## src/rtl/conv_pkg.sv

```systemverilog
`default_nettype none
// +------------------------------------------------------------------------+
// | Package  : conv_pkg                                                    |
// | Purpose  : Geometry constants and FSM state encoding shared by the     |
// |            convolution frame scheduler and the convolution datapath.   |
// | Revision : 1.0  initial release                                        |
// +------------------------------------------------------------------------+
package conv_pkg;

  localparam int IMG_W     = 32;  // pixels per row
  localparam int IMG_H     = 32;  // rows per frame
  localparam int K         = 5;   // kernel side
  localparam int DW        = 8;   // signed pixel / weight width
  localparam int AW        = 5;   // weight address width
  localparam int DRAIN_CYC = 5;   // cycles after the last pixel before done
  localparam int FRAME_W   = 8;   // frame index / frame count width
  localparam int YCNT_W    = 20;  // result counter width

  typedef enum logic [1:0] {
    ST_IDLE   = 2'd0,
    ST_STREAM = 2'd1,
    ST_DRAIN  = 2'd2,
    ST_DONE   = 2'd3
  } sched_state_e;

endpackage : conv_pkg
`default_nettype wire

```

## src/rtl/conv_pix_frame_cnt.sv

```systemverilog
`default_nettype none
// +------------------------------------------------------------------------+
// | Module   : conv_pix_frame_cnt                                          |
// | Purpose  : Pixel-in-frame and frame-in-job counter with wrap, plus     |
// |            last-pixel / last-frame flags for the scheduler FSM.        |
// | Ports    : iCLK, iRSTn      clock, async active-low reset              |
// |            iClear           restart at pixel 0, frame 0 (job start)    |
// |            iAdvance         one pixel accepted this cycle              |
// |            iNumFrames       frames in the current job                  |
// |            oPix / oFrame    current pixel and frame index              |
// |            oLastPix         current pixel is the last of its frame     |
// |            oLastFrame       current frame is the last of the job       |
// | Revision : 1.0  initial release                                        |
// +------------------------------------------------------------------------+
module conv_pix_frame_cnt #(
  parameter int PIX_PER_FRAME = 1024,
  parameter int PIX_W         = 10,
  parameter int FRAME_W       = 8
) (
  input  logic               iCLK,
  input  logic               iRSTn,
  input  logic               iClear,
  input  logic               iAdvance,
  input  logic [FRAME_W-1:0] iNumFrames,
  output logic [PIX_W-1:0]   oPix,
  output logic [FRAME_W-1:0] oFrame,
  output logic               oLastPix,
  output logic               oLastFrame
);

  localparam logic [PIX_W-1:0] C_PIX_LAST = PIX_W'(PIX_PER_FRAME - 1);

  logic [PIX_W-1:0]   pix_q,   pix_d;
  logic [FRAME_W-1:0] frame_q, frame_d;

  assign oPix       = pix_q;
  assign oFrame     = frame_q;
  assign oLastPix   = (pix_q == C_PIX_LAST);
  assign oLastFrame = (frame_q == (iNumFrames - {{(FRAME_W-1){1'b0}}, 1'b1}));

  always_comb begin
    pix_d   = pix_q;
    frame_d = frame_q;
    if (iClear) begin
      pix_d   = '0;
      frame_d = '0;
    end else if (iAdvance) begin
      if (oLastPix) begin
        pix_d   = '0;
        frame_d = frame_q + {{(FRAME_W-1){1'b0}}, 1'b1};
      end else begin
        pix_d   = pix_q + {{(PIX_W-1){1'b0}}, 1'b1};
      end
    end
  end

  always_ff @(posedge iCLK or negedge iRSTn) begin
    if (!iRSTn) begin
      pix_q   <= '0;
      frame_q <= '0;
    end else begin
      pix_q   <= pix_d;
      frame_q <= frame_d;
    end
  end

endmodule : conv_pix_frame_cnt
`default_nettype wire

```

## src/rtl/conv_frame_scheduler.sv

```systemverilog
`default_nettype none
// +------------------------------------------------------------------------+
// | Module   : conv_frame_scheduler                                        |
// | Purpose  : Sequences the convolution datapath over multi-frame jobs.   |
// |            Pulls pixels and kernel weights from two valid/ready        |
// |            sources, drives registered datapath strobes, counts         |
// |            datapath results and pulses oDone at job end.               |
// | Ports    : iCLK/iRSTn               clock, async active-low reset      |
// |            iStart/iNumFrames        job start and frame count          |
// |            iXValid/iXData/oXReady   pixel stream                       |
// |            iWValid/iWData/oWReady   weight stream                      |
// |            oConv*                   datapath iValid/iWren/iADDR/iX/iW  |
// |            iConvYValid              datapath result strobe             |
// |            oYCount/oFrameIdx        result count, current frame        |
// |            oBusy/oDone              status                             |
// | Config   : CONV_SCHED_WREUSE_EN - load weights in frame 0 only; later  |
// |            frames reuse the datapath weight memory.                    |
// | Revision : 1.0  initial release                                        |
// +------------------------------------------------------------------------+
module conv_frame_scheduler #(
  parameter int IMG_W     = conv_pkg::IMG_W,
  parameter int IMG_H     = conv_pkg::IMG_H,
  parameter int K         = conv_pkg::K,
  parameter int DW        = conv_pkg::DW,
  parameter int AW        = conv_pkg::AW,
  parameter int DRAIN_CYC = conv_pkg::DRAIN_CYC
) (
  input  logic          iCLK,
  input  logic          iRSTn,
  input  logic          iStart,
  input  logic [7:0]    iNumFrames,
  input  logic          iXValid,
  input  logic [DW-1:0] iXData,
  output logic          oXReady,
  input  logic          iWValid,
  input  logic [DW-1:0] iWData,
  output logic          oWReady,
  output logic          oConvValid,
  output logic          oConvWren,
  output logic [AW-1:0] oConvAddr,
  output logic [DW-1:0] oConvX,
  output logic [DW-1:0] oConvW,
  input  logic          iConvYValid,
  output logic [19:0]   oYCount,
  output logic [7:0]    oFrameIdx,
  output logic          oBusy,
  output logic          oDone
);

  import conv_pkg::*;

  localparam int               PIX_PER_FRAME = IMG_W * IMG_H;
  localparam int               PIX_W         = $clog2(PIX_PER_FRAME);
  localparam int               DRAIN_W       = $clog2(DRAIN_CYC + 1);
  localparam logic [PIX_W-1:0] C_KK          = PIX_W'(K * K);
  localparam logic [19:0]      C_YMAX        = '1;

  sched_state_e         state_q, state_d;
  logic [7:0]           num_frames_q, num_frames_d;
  logic [DRAIN_W-1:0]   drain_cnt_q, drain_cnt_d;
  logic [19:0]          y_count_q, y_count_d;
  logic                 conv_valid_q, conv_valid_d;
  logic                 conv_wren_q, conv_wren_d;
  logic [AW-1:0]        conv_addr_q, conv_addr_d;
  logic [DW-1:0]        conv_x_q, conv_x_d;
  logic [DW-1:0]        conv_w_q, conv_w_d;

  logic [PIX_W-1:0]     pix;
  logic [7:0]           frame;
  logic                 last_pix;
  logic                 last_frame;
  logic                 in_stream;
  logic                 need_w;
  logic                 accept;
  logic                 start_acc;

  assign in_stream = (state_q == ST_STREAM);
  assign start_acc = (state_q == ST_IDLE) && iStart;

`ifdef CONV_SCHED_WREUSE_EN
  assign need_w = (pix < C_KK) && (frame == 8'd0);
`else
  assign need_w = (pix < C_KK);
`endif

  // Readies look only at the other source's valid, so neither handshake
  // forms a combinational loop through its own valid.
  assign oXReady = in_stream && (!need_w || iWValid);
  assign oWReady = in_stream && need_w && iXValid;
  assign accept  = iXValid && oXReady;

  conv_pix_frame_cnt #(
    .PIX_PER_FRAME (PIX_PER_FRAME),
    .PIX_W         (PIX_W),
    .FRAME_W       (8)
  ) u_cnt (
    .iCLK       (iCLK),
    .iRSTn      (iRSTn),
    .iClear     (start_acc),
    .iAdvance   (accept),
    .iNumFrames (num_frames_q),
    .oPix       (pix),
    .oFrame     (frame),
    .oLastPix   (last_pix),
    .oLastFrame (last_frame)
  );

  always_comb begin
    state_d      = state_q;
    num_frames_d = num_frames_q;
    drain_cnt_d  = drain_cnt_q;
    y_count_d    = y_count_q;

    // Datapath strobes: registered copy of this cycle's accept, zero on bubble.
    conv_valid_d = accept;
    conv_wren_d  = accept && need_w;
    conv_addr_d  = (accept && need_w) ? AW'(pix) : '0;
    conv_x_d     = accept ? iXData : '0;
    conv_w_d     = (accept && need_w) ? iWData : '0;

    if (((state_q == ST_STREAM) || (state_q == ST_DRAIN)) && iConvYValid &&
        (y_count_q != C_YMAX)) begin
      y_count_d = y_count_q + 20'd1;
    end

    case (state_q)
      ST_IDLE: begin
        if (iStart) begin
          num_frames_d = iNumFrames;
          y_count_d    = '0;
          state_d      = (iNumFrames != 8'd0) ? ST_STREAM : ST_DONE;
        end
      end
      ST_STREAM: begin
        if (accept && last_pix && last_frame) begin
          state_d     = ST_DRAIN;
          drain_cnt_d = '0;
        end
      end
      ST_DRAIN: begin
        // First DRAIN cycle carries the last pixel's strobes; DRAIN_CYC
        // further cycles follow before DONE.
        if (drain_cnt_q == DRAIN_W'(DRAIN_CYC)) begin
          state_d = ST_DONE;
        end else begin
          drain_cnt_d = drain_cnt_q + {{(DRAIN_W-1){1'b0}}, 1'b1};
        end
      end
      ST_DONE: begin
        state_d = ST_IDLE;
      end
      default: begin
        state_d = ST_IDLE;
      end
    endcase
  end

  always_ff @(posedge iCLK or negedge iRSTn) begin
    if (!iRSTn) begin
      state_q      <= ST_IDLE;
      num_frames_q <= '0;
      drain_cnt_q  <= '0;
      y_count_q    <= '0;
      conv_valid_q <= 1'b0;
      conv_wren_q  <= 1'b0;
      conv_addr_q  <= '0;
      conv_x_q     <= '0;
      conv_w_q     <= '0;
    end else begin
      state_q      <= state_d;
      num_frames_q <= num_frames_d;
      drain_cnt_q  <= drain_cnt_d;
      y_count_q    <= y_count_d;
      conv_valid_q <= conv_valid_d;
      conv_wren_q  <= conv_wren_d;
      conv_addr_q  <= conv_addr_d;
      conv_x_q     <= conv_x_d;
      conv_w_q     <= conv_w_d;
    end
  end

  assign oConvValid = conv_valid_q;
  assign oConvWren  = conv_wren_q;
  assign oConvAddr  = conv_addr_q;
  assign oConvX     = conv_x_q;
  assign oConvW     = conv_w_q;
  assign oYCount    = y_count_q;
  assign oFrameIdx  = frame;
  assign oBusy      = (state_q != ST_IDLE);
  assign oDone      = (state_q == ST_DONE);

endmodule : conv_frame_scheduler
`default_nettype wire

```

## config.mk

```make
export PLATFORM = sky130hd
export DESIGN_NAME = conv_frame_scheduler
export DESIGN_NICKNAME = d
export VERILOG_FILES = /design/src/rtl/conv_pkg.sv /design/src/rtl/conv_pix_frame_cnt.sv /design/src/rtl/conv_frame_scheduler.sv
export SDC_FILE = /design/constraint.sdc
export NUM_CORES = 1
export LEC_CHECK = 0
export ABC_AREA = 1
export ABC_CLOCK_PERIOD_IN_PS = 2890
export CORE_ASPECT_RATIO = 1.4
export CORE_MARGIN = 3
export CORE_UTILIZATION = 52
export CTS_CLUSTER_DIAMETER = 60
export CTS_CLUSTER_SIZE = 24
export DETAILED_ROUTE_END_ITERATION = 8
export PLACE_DENSITY_LB_ADDON = 0.15
export SLEW_MARGIN = 20
export SYNTH_ARGS = -nofsm -noshare
export SYNTH_HDL_FRONTEND = slang
export SYNTH_HIERARCHICAL = 1
export SYNTH_SLANG_ARGS = --single-unit
export TNS_END_PERCENT = 5
```

## constraint.sdc

```tcl
create_clock -name iCLK -period 2.89 [get_ports iCLK]
set_input_delay 0.578 -clock iCLK [delete_from_list [all_inputs] [get_ports iCLK]]
set_output_delay 0.578 -clock iCLK [all_outputs]
set_load 0.01 [all_outputs]
```

==> report_table.html, run 1 <==
<h3>Run summary</h3>
<table>
<tr><th>Metric</th><th>Value</th></tr>
<tr><th colspan="2">Placed design</th></tr>
<tr><td>Count of port buffers added during placement</td><td>between 80 and 90</td></tr>
<tr><th colspan="2">Timing</th></tr>
<tr><td>Final Hold Vio Count</td><td>0</td></tr>
<tr><td>Least setup slack across all paths after layout</td><td>approximately 220 ps</td></tr>
<tr><td>Rel. slew slack</td><td>0.6874</td></tr>
<tr><td>Worst-Margin Slew</td><td>between 400 and 500 ps</td></tr>
<tr><td>Final max-slew violation count</td><td>0</td></tr>
<tr><td>Final-layout setup total negative slack</td><td>0 ps</td></tr>
<tr><td>RSZ-0062 raised after global routing</td><td>no</td></tr>
<tr><th colspan="2">Finish</th></tr>
<tr><td>Comb/total area</td><td>0.3616</td></tr>
<tr><td>Clock tree cell share of total cell area</td><td>0.04107</td></tr>
<tr><td>Antenna cell count</td><td>0</td></tr>
<tr><td>Plain + repair buffers</td><td>roughly 87</td></tr>
<tr><td>Post-Layout Cell Count</td><td>743</td></tr>
<tr><td>Multi-input comb cells</td><td>388</td></tr>
<tr><td>NumNets Final</td><td>682</td></tr>
<tr><td>Biggest cell category by area in the final layout</td><td>logic gates</td></tr>
<tr><td>FF+latch area</td><td>~0.0019 mm^2</td></tr>
<tr><td>Total of fill cells in the finished design</td><td>~640</td></tr>
<tr><td>Number of sequential cells</td><td>roughly 74</td></tr>
<tr><th colspan="2">Power and ir drop</th></tr>
<tr><td>Cell area power density</td><td>between 700 and 800 mW/mm^2</td></tr>
<tr><td>Relative contribution of sequential cells to total power</td><td>0.383</td></tr>
<tr><td>Post-route total power</td><td>between 3 and 4 mW</td></tr>
<tr><td>Sequential logic power</td><td>1.49 mW</td></tr>
<tr><td>Group drawing the most power</td><td>combinational cells</td></tr>
<tr><td>Peak supply drop</td><td>roughly 430 uV</td></tr>
<tr><td>Clock power share</td><td>0.227</td></tr>
<tr><td>Leakage</td><td>2.599 nW</td></tr>
<tr><th colspan="2">Die</th></tr>
<tr><td>Tapcell Cnt</td><td>around 97</td></tr>
<tr><td>Top Ports</td><td>around 85</td></tr>
<tr><td>Die span in x</td><td>approximately 81 um</td></tr>
<tr><th colspan="2">Drt</th></tr>
<tr><td>Met1 layer wirelength in the final routing</td><td>roughly 3.8 mm</td></tr>
<tr><td>Number of iterations in the first detailed-routing pass</td><td>5</td></tr>
<tr><td>Highest routing layer actually used</td><td>met4</td></tr>
<tr><td>Number of remaining DRC errors</td><td>0</td></tr>
<tr><th colspan="2">Clock tree</th></tr>
<tr><td>Clock buffers created by TritonCTS</td><td>9</td></tr>
<tr><td>Maximum buffer depth of the clock tree</td><td>2</td></tr>
<tr><th colspan="2">Setup path</th></tr>
<tr><td>Worst reg2reg startpoint</td><td>u_cnt/oPix[8]$_DFFE_PN0P_</td></tr>
<tr><td>Arrival time at the worst endpoint</td><td>2090 ps</td></tr>
<tr><td>Worst Path Required</td><td>approximately 2300 ps</td></tr>
<tr><td>Launch point of the critical path</td><td>u_cnt/oPix[8]$_DFFE_PN0P_</td></tr>
<tr><td>Biggest cell delay along the critical path</td><td>470 ps</td></tr>
<tr><td>Timing endpoint of the critical path</td><td>oXReady</td></tr>
<tr><td>Depth of the critical timing path with buffers and inverters included</td><td>6</td></tr>
<tr><td>Buf/Inv on CP</td><td>2</td></tr>
<tr><th colspan="2">Yosys</th></tr>
<tr><td>Flip-flops with a built-in enable</td><td>0</td></tr>
<tr><td>Sequential area share after synthesis</td><td>0.4503</td></tr>
<tr><td>Syn_nets</td><td>592</td></tr>
<tr><th colspan="2">Run status</th></tr>
<tr><td>Run status</td><td>completed</td></tr>
<tr><th colspan="2">Global route</th></tr>
<tr><td>Fraction of met3 tracks used by global routing</td><td>0.05203</td></tr>
<tr><td>GR Layer Usage met1</td><td>0.2591</td></tr>
<tr><td>Number of global-route vias before repair</td><td>approximately 3900</td></tr>
<tr><th colspan="2">Flow run</th></tr>
<tr><td>Reported max-cap violation count</td><td>0</td></tr>
<tr><td>Tool warnings</td><td>31</td></tr>
</table>
Fig. 1: run 1, clock wiring as the flow saved it
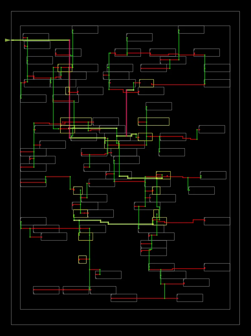
clock net sink count: 74
Fin Clk Skew: 16.16 ps
clock group power: 883 uW

Fig. 2: run 1, zoomed window
Region (0, 63) to (40, 103) um. Cells in gray, sequential cells in the stronger gray; small squares are vias.
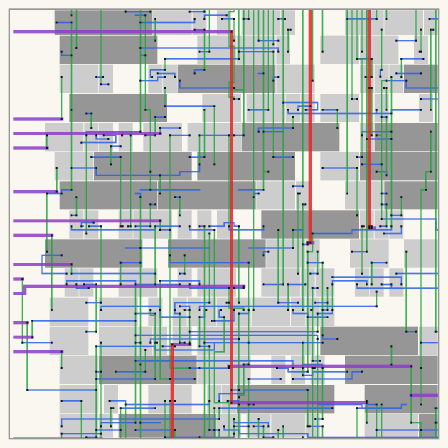
Key: met3 = purple; met1 = blue; met2 = green; met4 = red
Sequential cells in the window: 21. 122 logic cells have their middle in the window. Netlist names of flops here include `oConvW` (7), `oConvX` (6), `oConvAddr` (4). Most frequent: clkdlybuf4s50_1 (34), inv_1 (26).

Fig. 3: run 1, sequential cells colored by netlist name
The bar under the picture is 20 um long. Other sequential cells in the stronger gray, the rest of the logic in the fainter gray.
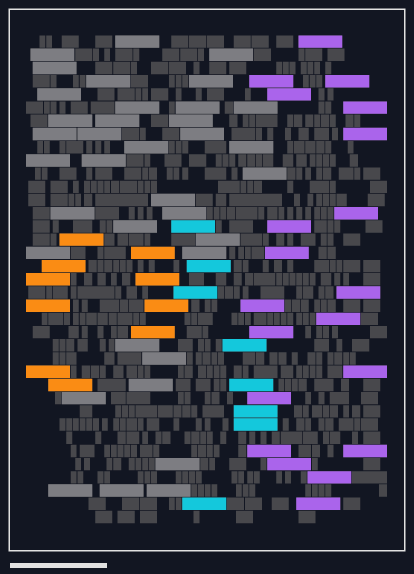
Key: `u_cnt/oPix` = orange [placed flops 10, where west]; `oYCount` = purple [placed flops 20]; `num_frames_q` = cyan [placed flops 8]
Another 36 sequential cells are not colored.

Fig. 4: run 1, wiring by layer
Two of the layers only.
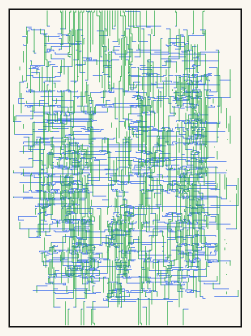

==> run 1 -> run 2 <==
--- a/config.mk
+++ b/config.mk
@@ -13,8 +13,9 @@
 export CTS_CLUSTER_DIAMETER = 60
 export CTS_CLUSTER_SIZE = 24
 export DETAILED_ROUTE_END_ITERATION = 8
+export GPL_ROUTABILITY_DRIVEN = 0
 export PLACE_DENSITY_LB_ADDON = 0.15
-export SLEW_MARGIN = 20
+export SETUP_SLACK_MARGIN = 0.2
 export SYNTH_ARGS = -nofsm -noshare
 export SYNTH_HDL_FRONTEND = slang
 export SYNTH_HIERARCHICAL = 1
Fig. 5: run 2, wiring by layer
Two of the layers only.
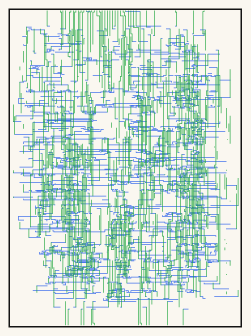
Key: met1 = blue [wire length 3730 um]; met2 = green [wire length 5410 um]
DR WL/cell: 13.36 um
total vias in the final route: 3743
All-Layer GR Usage: 0.2397
aggregate routed wire length: 9.926 mm

==> report_table.html, run 2 <==
<h3>Run summary</h3>
<table>
<tr><th>Metric</th><th>Value</th></tr>
<tr><th colspan="2">Setup path</th></tr>
<tr><td>Timing endpoint of the critical path</td><td>oXReady</td></tr>
<tr><td>Arrival time at the worst endpoint</td><td>2020 ps</td></tr>
<tr><td>Depth of the critical timing path with buffers and inverters included</td><td>6</td></tr>
<tr><td>Biggest cell delay along the critical path</td><td>roughly 470 ps</td></tr>
<tr><td>Maximum net fanout on the critical path</td><td>6</td></tr>
<tr><td>CP Cell Sequence</td><td>or2_2 &gt; nor2_2 &gt; nand3_1 &gt; nand2_1 &gt; inv_1 &gt; clkdlybuf4s50_1</td></tr>
<tr><td>Buf/Inv on CP</td><td>2</td></tr>
<tr><td>Worst Path Required</td><td>2310 ps</td></tr>
<tr><td>Launch point of the critical path</td><td>u_cnt/oPix[8]$_DFFE_PN0P_</td></tr>
<tr><td>Kind of start point of the critical path</td><td>register</td></tr>
<tr><td>Critical path's top delay family</td><td>simple AND/OR/NAND/NOR gates</td></tr>
<tr><td>Worst reg2reg startpoint</td><td>u_cnt/oPix[8]$_DFFE_PN0P_</td></tr>
<tr><th colspan="2">Power and ir drop</th></tr>
<tr><td>Clock group power</td><td>a little under 900 uW</td></tr>
<tr><td>Group drawing the most power</td><td>combinational cells</td></tr>
<tr><td>Relative contribution of sequential cells to total power</td><td>0.383</td></tr>
<tr><td>Sequential logic power</td><td>between 1 and 1.5 mW</td></tr>
<tr><td>Post-route total power</td><td>roughly 3.9 mW</td></tr>
<tr><td>Leakage</td><td>around 2.6 nW</td></tr>
<tr><td>Clock power share</td><td>0.227</td></tr>
<tr><td>Peak supply drop</td><td>431.7 uV</td></tr>
<tr><td>Cell area power density</td><td>737.8 mW/mm^2</td></tr>
<tr><th colspan="2">Placed design</th></tr>
<tr><td>Sum of net half-perimeters after detailed placement</td><td>7.472 mm</td></tr>
<tr><td>Count of port buffers added during placement</td><td>about 84</td></tr>
<tr><td>Cell Count Post-Placement</td><td>727</td></tr>
<tr><th colspan="2">Die</th></tr>
<tr><td>Tapcell Cnt</td><td>just under 100</td></tr>
<tr><td>Die span in x</td><td>81.16 um</td></tr>
<tr><td>Top Ports</td><td>85</td></tr>
<tr><td>Die height</td><td>between 100 and 150 um</td></tr>
<tr><td>Standard cell core area</td><td>between 0.007 and 0.008 mm^2</td></tr>
<tr><th colspan="2">Finish</th></tr>
<tr><td>Share of final layout cell area taken by non-clock buffers</td><td>0.1651</td></tr>
<tr><td>NumNets Final</td><td>about 700</td></tr>
<tr><td>Multi-input comb cells</td><td>between 300 and 400</td></tr>
<tr><td>Sequential cell area share</td><td>0.3514</td></tr>
<tr><td>FF+latch area</td><td>0.001853 mm^2</td></tr>
<tr><td>Plain + repair buffers</td><td>87</td></tr>
<tr><td>Total of fill cells in the finished design</td><td>between 600 and 700</td></tr>
<tr><td>Logic area</td><td>between 0.0015 and 0.002 mm^2</td></tr>
<tr><td>Clock tree cell share of total cell area</td><td>0.04104</td></tr>
<tr><td>Biggest cell category by area in the final layout</td><td>logic gates</td></tr>
<tr><td>Antenna cell count</td><td>0</td></tr>
<tr><td>Number of sequential cells</td><td>74</td></tr>
<tr><td>Comb/total area</td><td>0.3618</td></tr>
<tr><td>Final design instance area without fill</td><td>roughly 0.0053 mm^2</td></tr>
<tr><td>Post-Layout Cell Count</td><td>roughly 740</td></tr>
<tr><th colspan="2">Drt</th></tr>
<tr><td>Number of iterations in the first detailed-routing pass</td><td>4</td></tr>
<tr><td>Met1 layer wirelength in the final routing</td><td>roughly 3.7 mm</td></tr>
<tr><td>Highest routing layer actually used</td><td>met4</td></tr>
<tr><td>Number of remaining DRC errors</td><td>0</td></tr>
<tr><td>Number of routed nets with antenna violations</td><td>0</td></tr>
<tr><th colspan="2">Timing</th></tr>
<tr><td>Rel. slew slack</td><td>0.6894</td></tr>
<tr><td>Time the worst path needs with I/O delays and setup</td><td>2603 ps</td></tr>
<tr><td>Worst-Margin Slew</td><td>464.8 ps</td></tr>
<tr><td>Fin Clk Skew</td><td>roughly 18 ps</td></tr>
<tr><td>RSZ-0062 raised after global routing</td><td>no</td></tr>
<tr><td>Least setup slack across all paths after layout</td><td>287.5 ps</td></tr>
<tr><td>Final-layout setup total negative slack</td><td>0 ps</td></tr>
<tr><td>Highest achievable clock rate</td><td>between 300 and 400 MHz</td></tr>
<tr><td>Final Hold Vio Count</td><td>0</td></tr>
<tr><td>Final max-slew violation count</td><td>0</td></tr>
<tr><td>Hold slack final</td><td>around 240 ps</td></tr>
<tr><th colspan="2">Clock tree</th></tr>
<tr><td>H-tree levels</td><td>3</td></tr>
<tr><td>Clock net sink count</td><td>74</td></tr>
<tr><td>Maximum buffer depth of the clock tree</td><td>2</td></tr>
<tr><td>Cts-stage hold buffer count</td><td>0</td></tr>
<tr><td>Clock buffers created by TritonCTS</td><td>9</td></tr>
<tr><th colspan="2">Flow run</th></tr>
<tr><td>Reported max-cap violation count</td><td>0</td></tr>
<tr><td>Tool warnings</td><td>31</td></tr>
<tr><th colspan="2">Yosys</th></tr>
<tr><td>Post-synthesis simple-gate area fraction</td><td>0.3362</td></tr>
<tr><td>Dominant kind of combinational cell</td><td>simple AND/OR/NAND/NOR gates</td></tr>
<tr><td>Yosys top cell by area</td><td>sky130_fd_sc_hd__dfrtp_1</td></tr>
<tr><td>Total standard cell area after synthesis</td><td>between 0.004 and 0.005 mm^2</td></tr>
<tr><td>Sequential area share after synthesis</td><td>0.4503</td></tr>
<tr><td>Share of synthesized area spent on multiplexers</td><td>0</td></tr>
<tr><td>Flip-flops with a built-in enable</td><td>0</td></tr>
<tr><td>Syn_nets</td><td>~600</td></tr>
<tr><th colspan="2">Global route</th></tr>
<tr><td>GR Layer Usage met1</td><td>0.2591</td></tr>
<tr><td>First-pass GRT wire length</td><td>about 17 mm</td></tr>
<tr><td>Maximum number of pins on one net before global-route repair</td><td>approximately 75</td></tr>
<tr><td>Busiest layer in global routing</td><td>met2</td></tr>
<tr><td>Fraction of met3 tracks used by global routing</td><td>0.05203</td></tr>
<tr><td>Total congestion overflow after global routing</td><td>0</td></tr>
<tr><td>Number of global-route vias before repair</td><td>a little under 4000</td></tr>
<tr><th colspan="2">Run status</th></tr>
<tr><td>Run status</td><td>completed</td></tr>
<tr><th colspan="2">Hold path</th></tr>
<tr><td>Min-Delay Path Class</td><td>input pin to asynchronous set/reset pin</td></tr>
</table>
Fig. 6: run 2, I/O nets highlighted
The bar under the picture is 20 um long.
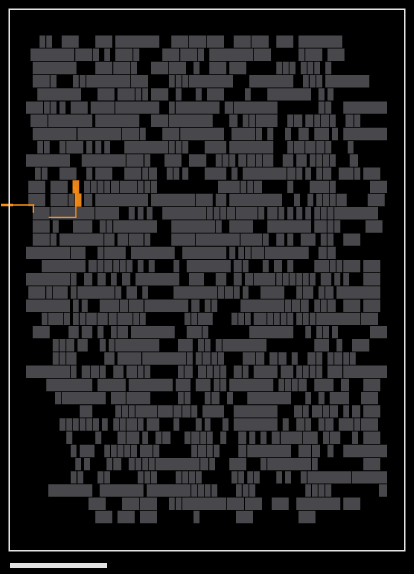

==> run 2 -> run 3 <==
--- a/config.mk
+++ b/config.mk
@@ -10,11 +10,12 @@
 export CORE_ASPECT_RATIO = 1.4
 export CORE_MARGIN = 3
 export CORE_UTILIZATION = 52
-export CTS_CLUSTER_DIAMETER = 60
+export CTS_CLUSTER_DIAMETER = 120
 export CTS_CLUSTER_SIZE = 24
 export DETAILED_ROUTE_END_ITERATION = 8
 export GPL_ROUTABILITY_DRIVEN = 0
 export PLACE_DENSITY_LB_ADDON = 0.15
+export RECOVER_POWER = 25
 export SETUP_SLACK_MARGIN = 0.2
 export SYNTH_ARGS = -nofsm -noshare
 export SYNTH_HDL_FRONTEND = slang
Fig. 7: run 3, I/O nets highlighted
The bar under the picture is 20 um long.
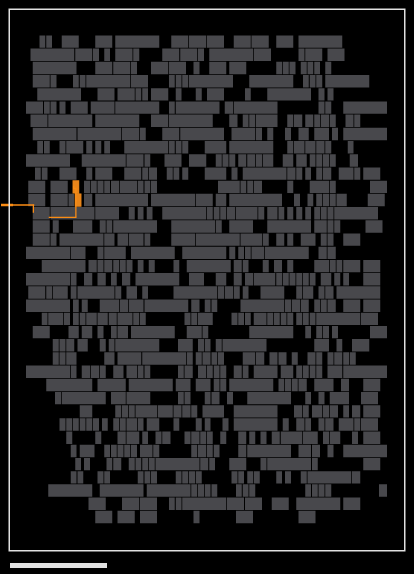
Key: `iWValid` = orange [bits 1, direction input, edge west, end cells 2, wire 18.5 um]

==> report_table.html, run 3 <==
<h3>Run summary</h3>
<table>
<tr><th>Metric</th><th>Value</th></tr>
<tr><th colspan="2">Run status</th></tr>
<tr><td>Run status</td><td>finished with violations</td></tr>
<tr><td>Violated checks</td><td>max-capacitance violations, max-slew violations</td></tr>
<tr><th colspan="2">Global route</th></tr>
<tr><td>First-pass GRT wire length</td><td>between 15 and 20 mm</td></tr>
<tr><td>Busiest layer in global routing</td><td>met2</td></tr>
<tr><td>GR Layer Usage met1</td><td>0.2591</td></tr>
<tr><td>Fraction of met3 tracks used by global routing</td><td>0.05203</td></tr>
<tr><td>Number of global-route vias before repair</td><td>between 3000 and 4000</td></tr>
<tr><td>Maximum number of pins on one net before global-route repair</td><td>around 75</td></tr>
<tr><td>Total congestion overflow after global routing</td><td>0</td></tr>
<tr><th colspan="2">Hold path</th></tr>
<tr><td>Min-Delay Path Class</td><td>register to register</td></tr>
<tr><th colspan="2">Drt</th></tr>
<tr><td>Highest routing layer actually used</td><td>met4</td></tr>
<tr><td>Number of iterations in the first detailed-routing pass</td><td>5</td></tr>
<tr><td>Number of routed nets with antenna violations</td><td>0</td></tr>
<tr><td>Met1 layer wirelength in the final routing</td><td>roughly 3.8 mm</td></tr>
<tr><td>Total vias in the final route</td><td>around 3700</td></tr>
<tr><td>Aggregate routed wire length</td><td>9.994 mm</td></tr>
<tr><td>Number of remaining DRC errors</td><td>0</td></tr>
<tr><td>DR WL/cell</td><td>between 10 and 15 um</td></tr>
<tr><th colspan="2">Setup path</th></tr>
<tr><td>Arrival time at the worst endpoint</td><td>~2000 ps</td></tr>
<tr><td>Launch point of the critical path</td><td>u_cnt/oPix[8]$_DFFE_PN0P_</td></tr>
<tr><td>Biggest cell delay along the critical path</td><td>about 470 ps</td></tr>
<tr><td>Depth of the critical timing path with buffers and inverters included</td><td>6</td></tr>
<tr><td>Buf/Inv on CP</td><td>2</td></tr>
<tr><td>Critical path's top delay family</td><td>simple AND/OR/NAND/NOR gates</td></tr>
<tr><td>Worst reg2reg startpoint</td><td>u_cnt/oPix[8]$_DFFE_PN0P_</td></tr>
<tr><td>Kind of start point of the critical path</td><td>register</td></tr>
<tr><td>CP Cell Sequence</td><td>or2_2 &gt; nor2_2 &gt; nand3_1 &gt; nand2_1 &gt; inv_1 &gt; clkdlybuf4s50_1</td></tr>
<tr><th colspan="2">Finish</th></tr>
<tr><td>Most frequently placed logic cell in the final layout</td><td>sky130_fd_sc_hd__nand2_1</td></tr>
<tr><td>Total of fill cells in the finished design</td><td>641</td></tr>
<tr><td>FF+latch area</td><td>roughly 0.0019 mm^2</td></tr>
<tr><td>Sequential cell area share</td><td>0.3524</td></tr>
<tr><td>Post-Layout Cell Count</td><td>743</td></tr>
<tr><td>Comb/total area</td><td>0.3628</td></tr>
<tr><td>NumNets Final</td><td>682</td></tr>
<tr><td>Number of sequential cells</td><td>between 70 and 80</td></tr>
<tr><td>Plain + repair buffers</td><td>87</td></tr>
<tr><td>Multi-input comb cells</td><td>just under 400</td></tr>
<tr><td>Biggest cell category by area in the final layout</td><td>logic gates</td></tr>
<tr><td>Final design instance area without fill</td><td>0.005259 mm^2</td></tr>
<tr><td>Antenna cell count</td><td>0</td></tr>
<tr><th colspan="2">Timing</th></tr>
<tr><td>Rel. slew slack</td><td>-0.2069</td></tr>
<tr><td>Final-layout setup total negative slack</td><td>0 ps</td></tr>
<tr><td>Least setup slack across all paths after layout</td><td>288.4 ps</td></tr>
<tr><td>Final max-slew violation count</td><td>approximately 75</td></tr>
<tr><td>RSZ-0062 raised after global routing</td><td>no</td></tr>
<tr><td>Final Hold Vio Count</td><td>0</td></tr>
<tr><td>Hold slack final</td><td>roughly 510 ps</td></tr>
<tr><td>Worst-Margin Slew</td><td>roughly 1800 ps</td></tr>
<tr><td>Highest achievable clock rate</td><td>384.4 MHz</td></tr>
<tr><th colspan="2">Clock tree</th></tr>
<tr><td>Clock buffers created by TritonCTS</td><td>9</td></tr>
<tr><td>Clock net sink count</td><td>around 74</td></tr>
<tr><td>Cts-stage hold buffer count</td><td>0</td></tr>
<tr><td>Maximum buffer depth of the clock tree</td><td>2</td></tr>
<tr><td>H-tree levels</td><td>3</td></tr>
<tr><th colspan="2">Power and ir drop</th></tr>
<tr><td>Sequential logic power</td><td>roughly 1.5 mW</td></tr>
<tr><td>Post-route total power</td><td>a little under 4 mW</td></tr>
<tr><td>Clock group power</td><td>a little under 900 uW</td></tr>
<tr><td>Cell area power density</td><td>between 700 and 800 mW/mm^2</td></tr>
<tr><td>Peak supply drop</td><td>between 400 and 500 uV</td></tr>
<tr><td>Relative contribution of sequential cells to total power</td><td>0.383</td></tr>
<tr><td>Leakage</td><td>about 2.6 nW</td></tr>
<tr><th colspan="2">Yosys</th></tr>
<tr><td>Dominant kind of combinational cell</td><td>simple AND/OR/NAND/NOR gates</td></tr>
<tr><td>Post-synthesis simple-gate area fraction</td><td>0.3362</td></tr>
<tr><td>Total standard cell area after synthesis</td><td>0.004113 mm^2</td></tr>
<tr><td>Flip-flops with a built-in enable</td><td>0</td></tr>
<tr><td>Yosys top cell by area</td><td>sky130_fd_sc_hd__dfrtp_1</td></tr>
<tr><td>Syn_nets</td><td>about 600</td></tr>
<tr><td>Sequential area share after synthesis</td><td>0.4503</td></tr>
<tr><th colspan="2">Die</th></tr>
<tr><td>Die span in x</td><td>around 81 um</td></tr>
<tr><td>Tapcell Cnt</td><td>97</td></tr>
<tr><th colspan="2">Placed design</th></tr>
<tr><td>Count of port buffers added during placement</td><td>roughly 84</td></tr>
<tr><td>Sum of net half-perimeters after detailed placement</td><td>~7.5 mm</td></tr>
<tr><td>Cell Count Post-Placement</td><td>727</td></tr>
<tr><th colspan="2">Flow run</th></tr>
<tr><td>Reported max-cap violation count</td><td>1</td></tr>
<tr><td>Tool warnings</td><td>31</td></tr>
</table>
Power and IR drop assume default switching activity.
